**Run 1: sequential cells grouped by signal name**

Scale: 3 px per um. Other sequential cells in the stronger grey, the rest of the logic in the fainter grey.
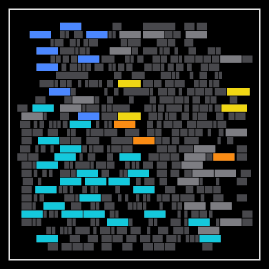
**Run 1: logic cells by family**

Scale: 4 px per um.
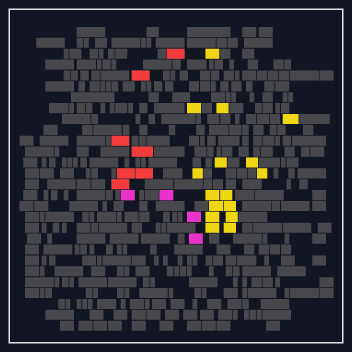
**Run 1: nets reached from selected ports**

Scale: 6 px per um.
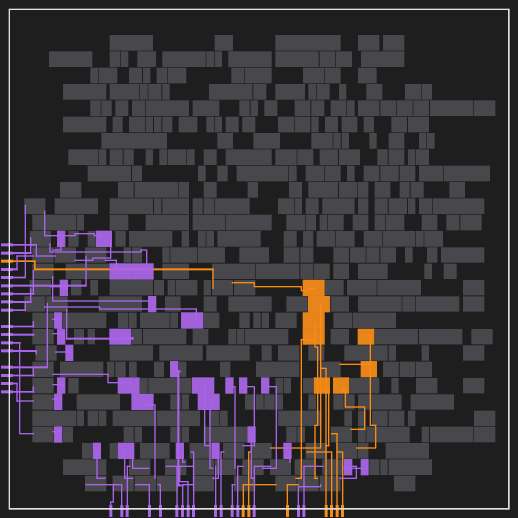
### src/rtl/uart_tx_sched.sv
// ---------------------------------------------------------------------------
// uart_tx_sched
//   Byte scheduler in front of the UART transmitter. Shares the TX channel
//   between a framed sensor-word stream and a single-byte message port, and
//   paces each byte on the UART tx_empty handshake.
//
//   Frame: HEAD_BYTE, WORDS x 4 payload bytes (MSB first), [checksum], TAIL_BYTE.
//
//   Optional feature macro: UART_SCHED_CHECKSUM_EN
//     defined   -> an XOR checksum of all payload bytes is sent before TAIL.
//     undefined -> TAIL directly follows the last payload byte.
//
// Ports
//   clock_in    in   scheduler clock (same as UART txclk)
//   reset       in   synchronous, active-high
//   frm_req     in   frame source has a word available
//   frm_word    in   current frame word
//   frm_ack     out  pulse: frm_word captured
//   msg_req     in   message byte pending
//   msg_byte    in   pending message byte
//   msg_ack     out  pulse: msg_byte captured
//   tx_empty    in   UART transmitter idle
//   ld_tx_data  out  one-cycle load strobe to UART
//   tx_data     out  byte to UART
//   tx_enable   out  UART TX enable (high in every cycle after reset)
//   sync        out  pulse when a frame HEAD is loaded
//   busy        out  state is not IDLE
// ---------------------------------------------------------------------------
module uart_tx_sched #(
    parameter logic [7:0] HEAD_BYTE = 8'hAA,
    parameter logic [7:0] TAIL_BYTE = 8'h55,
    parameter int         WORDS     = 4
) (
    input  logic        clock_in,
    input  logic        reset,
    input  logic        frm_req,
    input  logic [31:0] frm_word,
    output logic        frm_ack,
    input  logic        msg_req,
    input  logic [7:0]  msg_byte,
    output logic        msg_ack,
    input  logic        tx_empty,
    output logic        ld_tx_data,
    output logic [7:0]  tx_data,
    output logic        tx_enable,
    output logic        sync,
    output logic        busy
);

    typedef enum logic [3:0] {
        ST_IDLE,
        ST_HEAD,
        ST_WORD,
`ifdef UART_SCHED_CHECKSUM_EN
        ST_CHK,
`endif
        ST_TAIL,
        ST_MSG,
        ST_WAIT_BUSY,
        ST_WAIT_EMPTY
    } state_t;

    localparam logic       LG_FRM    = 1'b0;
    localparam logic       LG_MSG    = 1'b1;
    localparam logic [7:0] LAST_WORD = 8'(WORDS - 1);
`ifdef UART_SCHED_CHECKSUM_EN
    localparam state_t     AFTER_PAY = ST_CHK;
`else
    localparam state_t     AFTER_PAY = ST_TAIL;
`endif

    state_t      r_state;
    state_t      r_next;        // byte state to resume after WAIT_EMPTY
    logic        r_last_grant;
    logic [1:0]  r_byte_idx;
    logic [7:0]  r_word_idx;
    logic [31:0] r_word;
    logic [1:0]  r_wb_cnt;      // WAIT_BUSY timeout counter
    logic        r_ld;
    logic [7:0]  r_tx_data;
    logic        r_frm_ack;
    logic        r_msg_ack;
    logic        r_sync;
    logic        r_tx_enable;
`ifdef UART_SCHED_CHECKSUM_EN
    logic [7:0]  r_chk;
`endif

    logic        w_grant_frm;
    logic        w_grant_msg;
    logic [7:0]  w_pay_byte;

    // Round robin: on a tie the source not served last wins.
    assign w_grant_frm = frm_req && (!msg_req || r_last_grant == LG_MSG);
    assign w_grant_msg = msg_req && !w_grant_frm;

    // Byte 0 comes straight from the source, since the word is captured in
    // the same cycle it is loaded; later bytes come from the captured copy.
    always_comb begin
        w_pay_byte = r_word[7:0];
        case (r_byte_idx)
            2'd0:    w_pay_byte = frm_word[31:24];
            2'd1:    w_pay_byte = r_word[23:16];
            2'd2:    w_pay_byte = r_word[15:8];
            default: w_pay_byte = r_word[7:0];
        endcase
    end

    always_ff @(posedge clock_in) begin
        if (reset) begin
            r_state      <= ST_IDLE;
            r_next       <= ST_IDLE;
            r_last_grant <= LG_MSG;
            r_byte_idx   <= 2'd0;
            r_word_idx   <= 8'd0;
            r_word       <= 32'h0;
            r_wb_cnt     <= 2'd0;
            r_ld         <= 1'b0;
            r_tx_data    <= 8'h00;
            r_frm_ack    <= 1'b0;
            r_msg_ack    <= 1'b0;
            r_sync       <= 1'b0;
            r_tx_enable  <= 1'b0;
`ifdef UART_SCHED_CHECKSUM_EN
            r_chk        <= 8'h00;
`endif
        end else begin
            r_ld        <= 1'b0;
            r_frm_ack   <= 1'b0;
            r_msg_ack   <= 1'b0;
            r_sync      <= 1'b0;
            r_tx_enable <= 1'b1;
            r_wb_cnt    <= 2'd0;
            case (r_state)
                ST_IDLE: begin
                    r_byte_idx <= 2'd0;
                    r_word_idx <= 8'd0;
                    // Grant and load in one step so the first byte appears
                    // the cycle after the request is seen.
                    if (w_grant_frm) begin
                        r_last_grant <= LG_FRM;
                        if (tx_empty) begin
                            r_tx_data <= HEAD_BYTE;
                            r_ld      <= 1'b1;
                            r_sync    <= 1'b1;
                            r_next    <= ST_WORD;
                            r_state   <= ST_WAIT_BUSY;
`ifdef UART_SCHED_CHECKSUM_EN
                            r_chk     <= 8'h00;
`endif
                        end else begin
                            r_state <= ST_HEAD;
                        end
                    end else if (w_grant_msg) begin
                        r_last_grant <= LG_MSG;
                        if (tx_empty) begin
                            r_tx_data <= msg_byte;
                            r_ld      <= 1'b1;
                            r_msg_ack <= 1'b1;
                            r_next    <= ST_IDLE;
                            r_state   <= ST_WAIT_BUSY;
                        end else begin
                            r_state <= ST_MSG;
                        end
                    end
                end
                ST_HEAD: if (tx_empty) begin
                    r_tx_data <= HEAD_BYTE;
                    r_ld      <= 1'b1;
                    r_sync    <= 1'b1;
                    r_next    <= ST_WORD;
                    r_state   <= ST_WAIT_BUSY;
`ifdef UART_SCHED_CHECKSUM_EN
                    r_chk     <= 8'h00;
`endif
                end
                ST_WORD: begin
                    // First byte of a word waits for the source (underflow
                    // holds here without truncating the frame).
                    if (tx_empty && (r_byte_idx != 2'd0 || frm_req)) begin
                        if (r_byte_idx == 2'd0) begin
                            r_word    <= frm_word;
                            r_frm_ack <= 1'b1;
                        end
                        r_tx_data  <= w_pay_byte;
                        r_ld       <= 1'b1;
                        r_byte_idx <= r_byte_idx + 2'd1;
                        r_state    <= ST_WAIT_BUSY;
`ifdef UART_SCHED_CHECKSUM_EN
                        r_chk      <= r_chk ^ w_pay_byte;
`endif
                        if (r_byte_idx == 2'd3) begin
                            r_word_idx <= r_word_idx + 8'd1;
                            r_next     <= (r_word_idx == LAST_WORD) ? AFTER_PAY : ST_WORD;
                        end else begin
                            r_next <= ST_WORD;
                        end
                    end
                end
`ifdef UART_SCHED_CHECKSUM_EN
                ST_CHK: if (tx_empty) begin
                    r_tx_data <= r_chk;
                    r_ld      <= 1'b1;
                    r_next    <= ST_TAIL;
                    r_state   <= ST_WAIT_BUSY;
                end
`endif
                ST_TAIL: if (tx_empty) begin
                    r_tx_data <= TAIL_BYTE;
                    r_ld      <= 1'b1;
                    r_next    <= ST_IDLE;
                    r_state   <= ST_WAIT_BUSY;
                end
                ST_MSG: if (tx_empty && msg_req) begin
                    r_tx_data <= msg_byte;
                    r_ld      <= 1'b1;
                    r_msg_ack <= 1'b1;
                    r_next    <= ST_IDLE;
                    r_state   <= ST_WAIT_BUSY;
                end
                // Give up waiting for the UART to go busy after 4 cycles so a
                // missed handshake cannot stall the scheduler.
                ST_WAIT_BUSY: begin
                    if (!tx_empty || r_wb_cnt == 2'd3)
                        r_state <= ST_WAIT_EMPTY;
                    else
                        r_wb_cnt <= r_wb_cnt + 2'd1;
                end
                ST_WAIT_EMPTY: if (tx_empty) r_state <= r_next;
                default: r_state <= ST_IDLE;
            endcase
        end
    end

    assign ld_tx_data = r_ld;
    assign tx_data    = r_tx_data;
    assign frm_ack    = r_frm_ack;
    assign msg_ack    = r_msg_ack;
    assign sync       = r_sync;
    assign tx_enable  = r_tx_enable;
    assign busy       = (r_state != ST_IDLE);

endmodule

### config.mk
export PLATFORM = sky130hd
export DESIGN_NAME = uart_tx_sched
export DESIGN_NICKNAME = d
export VERILOG_FILES = /design/src/rtl/uart_tx_sched.sv
export SDC_FILE = /design/constraint.sdc
export NUM_CORES = 1
export LEC_CHECK = 0
export ABC_AREA = 0
export CAP_MARGIN = 10
export CORE_MARGIN = 2
export CORE_UTILIZATION = 45
export CTS_CLUSTER_SIZE = 28
export DETAILED_ROUTE_END_ITERATION = 7
export PLACE_DENSITY = 0.69
export RECOVER_POWER = 100
export SYNTH_ARGS = -nofsm -noshare
export SYNTH_HDL_FRONTEND = slang
export SYNTH_SLANG_ARGS = --single-unit
### constraint.sdc
create_clock -name clock_in -period 2.1 [get_ports clock_in]
set_input_delay 0.42 -clock clock_in [delete_from_list [all_inputs] [get_ports clock_in]]
set_output_delay 0.42 -clock clock_in [all_outputs]
set_load 0.01 [all_outputs]
==> run_results.csv, run 1 <==
group,metric,value,unit
status,run_status,"complete, but fails checks",
status,failing_checks,"negative setup slack",
final_layout,final-instance-count-excl-fill,493,
sta,max_clock_freq,468,MHz
sta,hold_slack,434,ps
sta,finalHoldViolations,0,
final_layout,nets,465,
synthesis,netlist-cell-type-count,52,
global_route,maximum_number_of_pins_on_one_net_before_global_route_repair,34,
detailed_routing,final_routed_wire_length_divided_by_cell_count,15.0,um
sta,totalNegativeSetupSlack,-117,ps
worst_setup_path,cp_data_required_time,2340,ps
sta,final.setup.worst_slack,-38.4,ps
synthesis,complex_gate_fraction_of_the_synthesized_area,23.2,%
power,total_power,0.00368,W
clock_tree,post_cts_resized,6,
placement,gp_routability_congestion,0.848,
worst_setup_path,cpMaxStageDelayCell,"sky130_fd_sc_hd__a2111oi_0",
synthesis,ys_sh_adder,3.12,%
power,share_seq_of_total_power,36.3,%
final_layout,top_layout_cell,"sky130_fd_sc_hd__nand2_1",
clock_tree,cts-hold-fix-buffers,0,
final_layout,insertedDiodeCount,0,
power,combPwrFrac,32.1,%
placement,io_buffers,58,
final_layout,layout.cells.largest_class,"logic gates",
final_layout,layout.buffer.nonclock.area_share,21.5,%
placement,worst_case_setup_slack_after_placement,-235,ps
floorplanning,dieHeight,83.0,um
floorplanning,initial_core_util,46.9,%
synthesis,yosys_most_used_dff,"sky130_fd_sc_hd__dfxtp_1",
final_layout,postLayoutCellArea,3840,um2
synthesis,mux_cell_area_share,1.43,%
sta,layout_min_cycle_time,2140,ps
placement,placedInstanceArea,3620,um2
synthesis,asyncSetResetFlopFracSynth,0,%
power,p_per_area,959,nW/um2
worst_setup_path,critical_path_peak_fanout,5,
synthesis,ys_cells,334,
floorplanning,taps,75,
floorplanning,die_area,6890,um2
synthesis,synth-edff-count,0,
final_layout,flop-count,58,
worst_setup_path,timing.critical_path.arrival,2380,ps
worst_hold_path,worst_hold_depth,1,
power,internal_power_contribution,0.00253,W
final_layout,n_fill_cell,528,
global_route,grt_pass1_wl,12.1,mm
power,power_dissipated_by_switching_net_loads,0.00116,W
sta,fin_worst_skew,8.28,ps
sta,worst_slew_margin_rel,51.6,%
sta,layout_worst_path_cycle_share,102,%
sta,worst_slew_pin_slew,707,ps
worst_setup_path,critical_path.startpoint,"msg_req",
final_layout,layout.clock.cell_area_share,5.70,%
synthesis,netlist.area_leader.share,41.3,%
placement,place.detailed.hpwl,5.34,mm
clock_tree,max-clock-path-buffers,2,
synthesis,synth_chip_area,2810,um2
clock_tree,cts.clk_slew.worst_paths,70,ps
synthesis,synth_area_per_cell,8.41,um2
synthesis,mappedNetlistArea,2810,um2
clock_tree,clock_sink_count,58,
synthesis,ys.warnings.count,0,
synthesis,topCombFamilyByArea,"simple AND/OR/NAND/NOR gates",
clock_tree,clk-insertion-delay-late,350,ps
worst_hold_path,worstHoldPathType,"reg -> reg",
final_layout,seq-cell-share,30.4,%
global_route,globalRouteOverflowTotal,0,
worst_setup_path,worstPathCellList,"clkdlybuf4s50_1 -> nand2b_1 -> a211o_1 -> a2111oi_0 -> nor3_2 -> a22o_1",
final_layout,final_core_util,64.1,%
synthesis,ys_top_cells_by_area,"sky130_fd_sc_hd__dfxtp_1 (41%), sky130_fd_sc_hd__nand2_1 (9.4%), sky130_fd_sc_hd__a21oi_1 (5.3%)",
synthesis,post_synth_xor_area_fraction,1.56,%
clock_tree,clk_root_buffer_cell,"sky130_fd_sc_hd__clkbuf_8",
clock_tree,cts_tree,"built",
worst_setup_path,setup.reg_to_reg.worst_slack,130,ps
placement,place.detailed.instances,476,
synthesis,most_common_cell,"sky130_fd_sc_hd__nand2_1",
sta,setup_violations,4,
clock_tree,cts_setup_buffers,1,
floorplanning,rows,28,
detailed_routing,dr.pass1.iters,6,
job,warnings,30,
worst_setup_path,cp.depth,6,
detailed_routing,finalWirelength,7.39,mm
floorplanning,die_w,83.0,um
synthesis,synth.cells.most_frequent,"sky130_fd_sc_hd__nand2_1 (70), sky130_fd_sc_hd__dfxtp_1 (58), sky130_fd_sc_hd__a21oi_1 (30), sky130_fd_sc_hd__clkbuf_1 (15)",
final_layout,layout_top_cells_excl_fill_tap,"sky130_fd_sc_hd__nand2_1 (70), sky130_fd_sc_hd__dfxtp_1 (54), sky130_fd_sc_hd__clkdlybuf4s50_1 (43)",
detailed_routing,vias_per_cell,5.61,
detailed_routing,routed-via-count,2768,
Back to the opening pictures, 'sequential cells grouped by signal name':
[r_word] cyan | flops: 24
[r_state] yellow | flops: 4
[r_next] orange | flops: 3
[r_word_idx] blue | flops: 8 | where: top left
not coloured: 19

Back to the opening pictures, 'logic cells by family':
[fa/ha/maj cells] red | cells: 7
[non-inverting ao/oa cells] yellow | cells: 16
[mux cells] magenta | cells: 4 | where: middle

Back to the opening pictures, 'nets reached from selected ports':
[frm_word] purple | bits: 32 | direction: input | edge: 16 bottom, 16 left | end cells: 32 | buffers: 32 | wire: 548 um
[msg_byte] orange | bits: 8 | direction: input | edge: 7 bottom, 1 left | end cells: 8 | buffers: 8 | wire: 276 um

-- run 1: layer usage --
layer,GRT usage (%),wire length (um),vias up
li1,-,-,1370
met1,28.5,3450,1285
met2,34.1,3390,95
met3,5.47,412,18
met4,8.05,143,0
met5,0,0,-
-- run 1: power groups by stage --
stage,logic (W),clock network (W),registers (W)
floorplan,0.000644,0,0.00135
global placement,0.00121,0,0.00136
detailed placement,0.00121,0,0.00136
CTS,0.00123,0.00118,0.00134
global route,0.00129,0.00123,0.00136
finish,0.00118,0.00116,0.00134
-- run 1: sequential cells by signal, summed over array words and instances, names as in the netlist, named ones only --
signal / cells
frm_ack: 1
ld_tx_data: 1
msg_ack: 1
r_byte_idx: 2
r_last_grant: 1
r_next: 3
r_state: 4
r_wb_cnt: 2
r_word: 24
r_word_idx: 8
sync: 1
tx_data: 8
tx_enable: 1
==> run 2: changes to the inputs <==
==> constraint.sdc (replaced) <==
create_clock -name clock_in -period 2.1 [get_ports clock_in]
set_input_delay 0.63 -clock clock_in [delete_from_list [all_inputs] [get_ports clock_in]]
set_output_delay 0.63 -clock clock_in [all_outputs]
set_load 0.01 [all_outputs]
**Run 2: nets reached from selected ports**

Scale: 6 px per um.
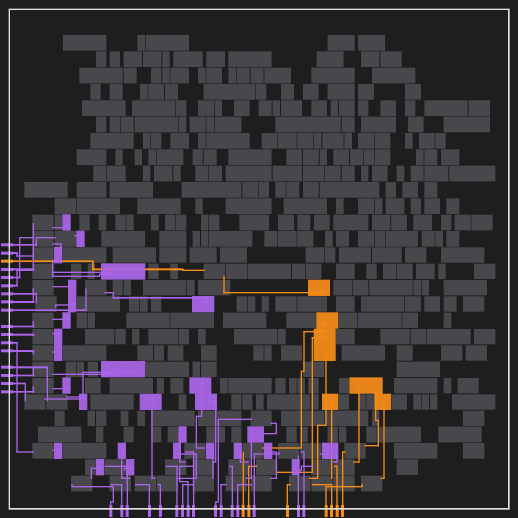
[msg_byte] orange | bits: 8 | direction: input | edge: 7 bottom, 1 left | end cells: 8 | buffers: 8 | wire: 244 um
[frm_word] purple | bits: 32 | direction: input | edge: 16 bottom, 16 left | end cells: 32 | buffers: 32 | wire: 478 um

**Run 2: clock nets**

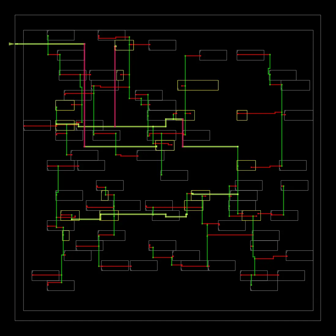
number of buffers created by CTS: 9
Clk power: 0.00106 W
clock sink count: 58
Clock buffer cells: 11

==> run 2 against run 1 <==
Effect of this change: utilization is 1.1 points higher; critical path type is now reg -> out; critical endpoint is now busy; via count rose by 0.51%; first-iteration DRC count grew 21%; highest routed layer unchanged; clock skew is 1.4 ps lower; non-clock buffer count up 5; the run now ends clean; cell count is 1.0% higher; largest power group unchanged; clock power is 9% lower; synthesized cell count stayed put; sequential power down 3%.
==> run_results.csv, run 2 <==
group,metric,value,unit
placement,worst_case_setup_slack_after_placement,-462,ps
clock_tree,clk_root_buffer_cell,"sky130_fd_sc_hd__clkbuf_8",
final_layout,insertedDiodeCount,0,
power,power_dissipated_by_switching_net_loads,0.00118,W
floorplanning,rows,28,
final_layout,top_layout_cell,"sky130_fd_sc_hd__nand2_1",
final_layout,layout.buffer.nonclock.area_share,22.0,%
synthesis,post_synth_xor_area_fraction,1.56,%
clock_tree,max-clock-path-buffers,2,
synthesis,synth_chip_area,2810,um2
status,run_status,"complete, no violations",
sta,worst_slew_pin_slew,698,ps
job,warnings,31,
floorplanning,die_area,6890,um2
final_layout,layout.clock.cell_area_share,5.22,%
placement,gp_routability_congestion,0.867,
clock_tree,cts.clk_slew.worst_paths,70,ps
power,share_seq_of_total_power,35.7,%
worst_setup_path,cp_data_required_time,1470,ps
final_layout,flop-count,58,
floorplanning,taps,75,
synthesis,synth-edff-count,0,
global_route,grt_pass1_wl,11.8,mm
placement,place.detailed.hpwl,5.54,mm
worst_setup_path,critical_path.startpoint,"r_state[1]",
placement,io_buffers,58,
synthesis,ys.warnings.count,0,
synthesis,most_common_cell,"sky130_fd_sc_hd__nand2_1",
power,combPwrFrac,35.3,%
final_layout,largest_register_ff_count,24,
detailed_routing,vias_per_cell,5.59,
sta,layout_min_cycle_time,2010,ps
synthesis,complex_gate_fraction_of_the_synthesized_area,23.2,%
synthesis,mappedNetlistArea,2810,um2
sta,fin_worst_skew,6.84,ps
sta,worst_slew_margin_rel,53.5,%
placement,place.detailed.instances,479,
clock_tree,clk-insertion-delay-late,340,ps
detailed_routing,final_routed_wire_length_divided_by_cell_count,15.2,um
synthesis,synth.cells.most_frequent,"sky130_fd_sc_hd__nand2_1 (70), sky130_fd_sc_hd__dfxtp_1 (58), sky130_fd_sc_hd__a21oi_1 (30), sky130_fd_sc_hd__clkbuf_1 (15)",
floorplanning,dieHeight,83.0,um
worst_hold_path,worstHoldPathType,"reg -> reg",
worst_setup_path,worstPathCellList,"nor4_2 -> inv_1 -> dlygate4sd2_1",
worst_setup_path,cpMaxStageDelayCell,"sky130_fd_sc_hd__dfxtp_2",
sta,setup_violations,0,
global_route,globalRouteOverflowTotal,0,
final_layout,n_fill_cell,519,
synthesis,synth_area_per_cell,8.41,um2
final_layout,final-instance-count-excl-fill,498,
worst_setup_path,setup.reg_to_reg.worst_slack,90,ps
synthesis,netlist-cell-type-count,52,
detailed_routing,finalWirelength,7.56,mm
sta,final.setup.worst_slack,89.4,ps
synthesis,ys_sh_adder,3.12,%
sta,max_clock_freq,497,MHz
synthesis,mux_cell_area_share,1.43,%
final_layout,register_containing_the_most_flip_flops_in_the_final_layout,"r_word",
power,power.combinational.total,0.00129,W
power,seq_cell_power,0.00130,W
worst_hold_path,hp-start,"r_word[6]",
synthesis,ys_top_cells_by_area,"sky130_fd_sc_hd__dfxtp_1 (41%), sky130_fd_sc_hd__nand2_1 (9.4%), sky130_fd_sc_hd__a21oi_1 (5.3%)",
floorplanning,die_w,83.0,um
final_layout,final_core_util,65.2,%
power,maxPowerGroup,"registers",
final_layout,nets,470,
worst_hold_path,min_to,"r_word[6]",
synthesis,netlist.area_leader.share,41.3,%
worst_setup_path,critical_path_peak_fanout,6,
final_layout,layout.cells.largest_class,"logic gates",
synthesis,postSynthNetCount,386,
sta,layout_worst_path_cycle_share,95.7,%
detailed_routing,dr.pass1.iters,5,
synthesis,yosys_most_used_dff,"sky130_fd_sc_hd__dfxtp_1",
worst_hold_path,worst_hold_depth,2,
final_layout,seq-cell-share,29.9,%
power,p_per_area,935,nW/um2
worst_setup_path,timing.critical_path.arrival,1380,ps
clock_tree,cts-hold-fix-buffers,0,
power,total_power,0.00365,W
clock_tree,cts_tree,"built",
detailed_routing,routed-via-count,2782,
synthesis,topCombFamilyByArea,"simple AND/OR/NAND/NOR gates",
final_layout,layout_top_cells_excl_fill_tap,"sky130_fd_sc_hd__nand2_1 (70), sky130_fd_sc_hd__dfxtp_1 (54), sky130_fd_sc_hd__clkdlybuf4s50_1 (40)",
floorplanning,initial_core_util,46.9,%
sta,hold_slack,455,ps
synthesis,asyncSetResetFlopFracSynth,0,%
power,internal_power_contribution,0.00247,W
placement,placedInstanceArea,3630,um2
final_layout,postLayoutCellArea,3900,um2
synthesis,ys_cells,334,
**Run 2: signal wires by layer**

Scale: 4 px per um.
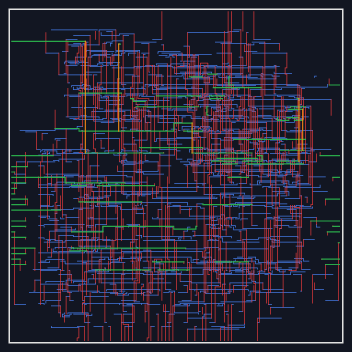
[M3] green | wire length: 551 um
[M4] orange | wire length: 83.0 um
[M1] blue | wire length: 3,390 um
[M2] red | wire length: 3,540 um

-- run 2: timing repair --
action	4_1_cts	5_1_grt
setup endpoints to repair	5	43
pin swaps	0	4
resized	8	13
setup buffers	0	3
-- run 2: how the worst max path moves through the flow --
stage	endpoint	slack, ps	cells past startpoint
final	busy	90	3
after global routing	r_byte_idx[1]	9	8
after CTS	r_state[1]	-4	8
after detailed placement	tx_data[0]	-460	7
after global placement	tx_data[4]	-380	7
after floorplan	tx_data[1]	180	6
-- run 2: critical path: cells and delay by family, from the launching register on --
family                 cells  cell delay, ps
buffers and inverters      2             380
DFF                        1             360
and+or+nand+nor            1             310
-- run 2: layer usage --
metal  part of all wire (%)  wire length, um  GRT usage [%]
met5                      0                0              0
met4                    1.1               82           5.37
met3                    7.3              550           6.46
met2                     47             3540           33.5
met1                     45             3390           27.3
Power figures rest on the tool's default switching activity, not on a simulated workload.
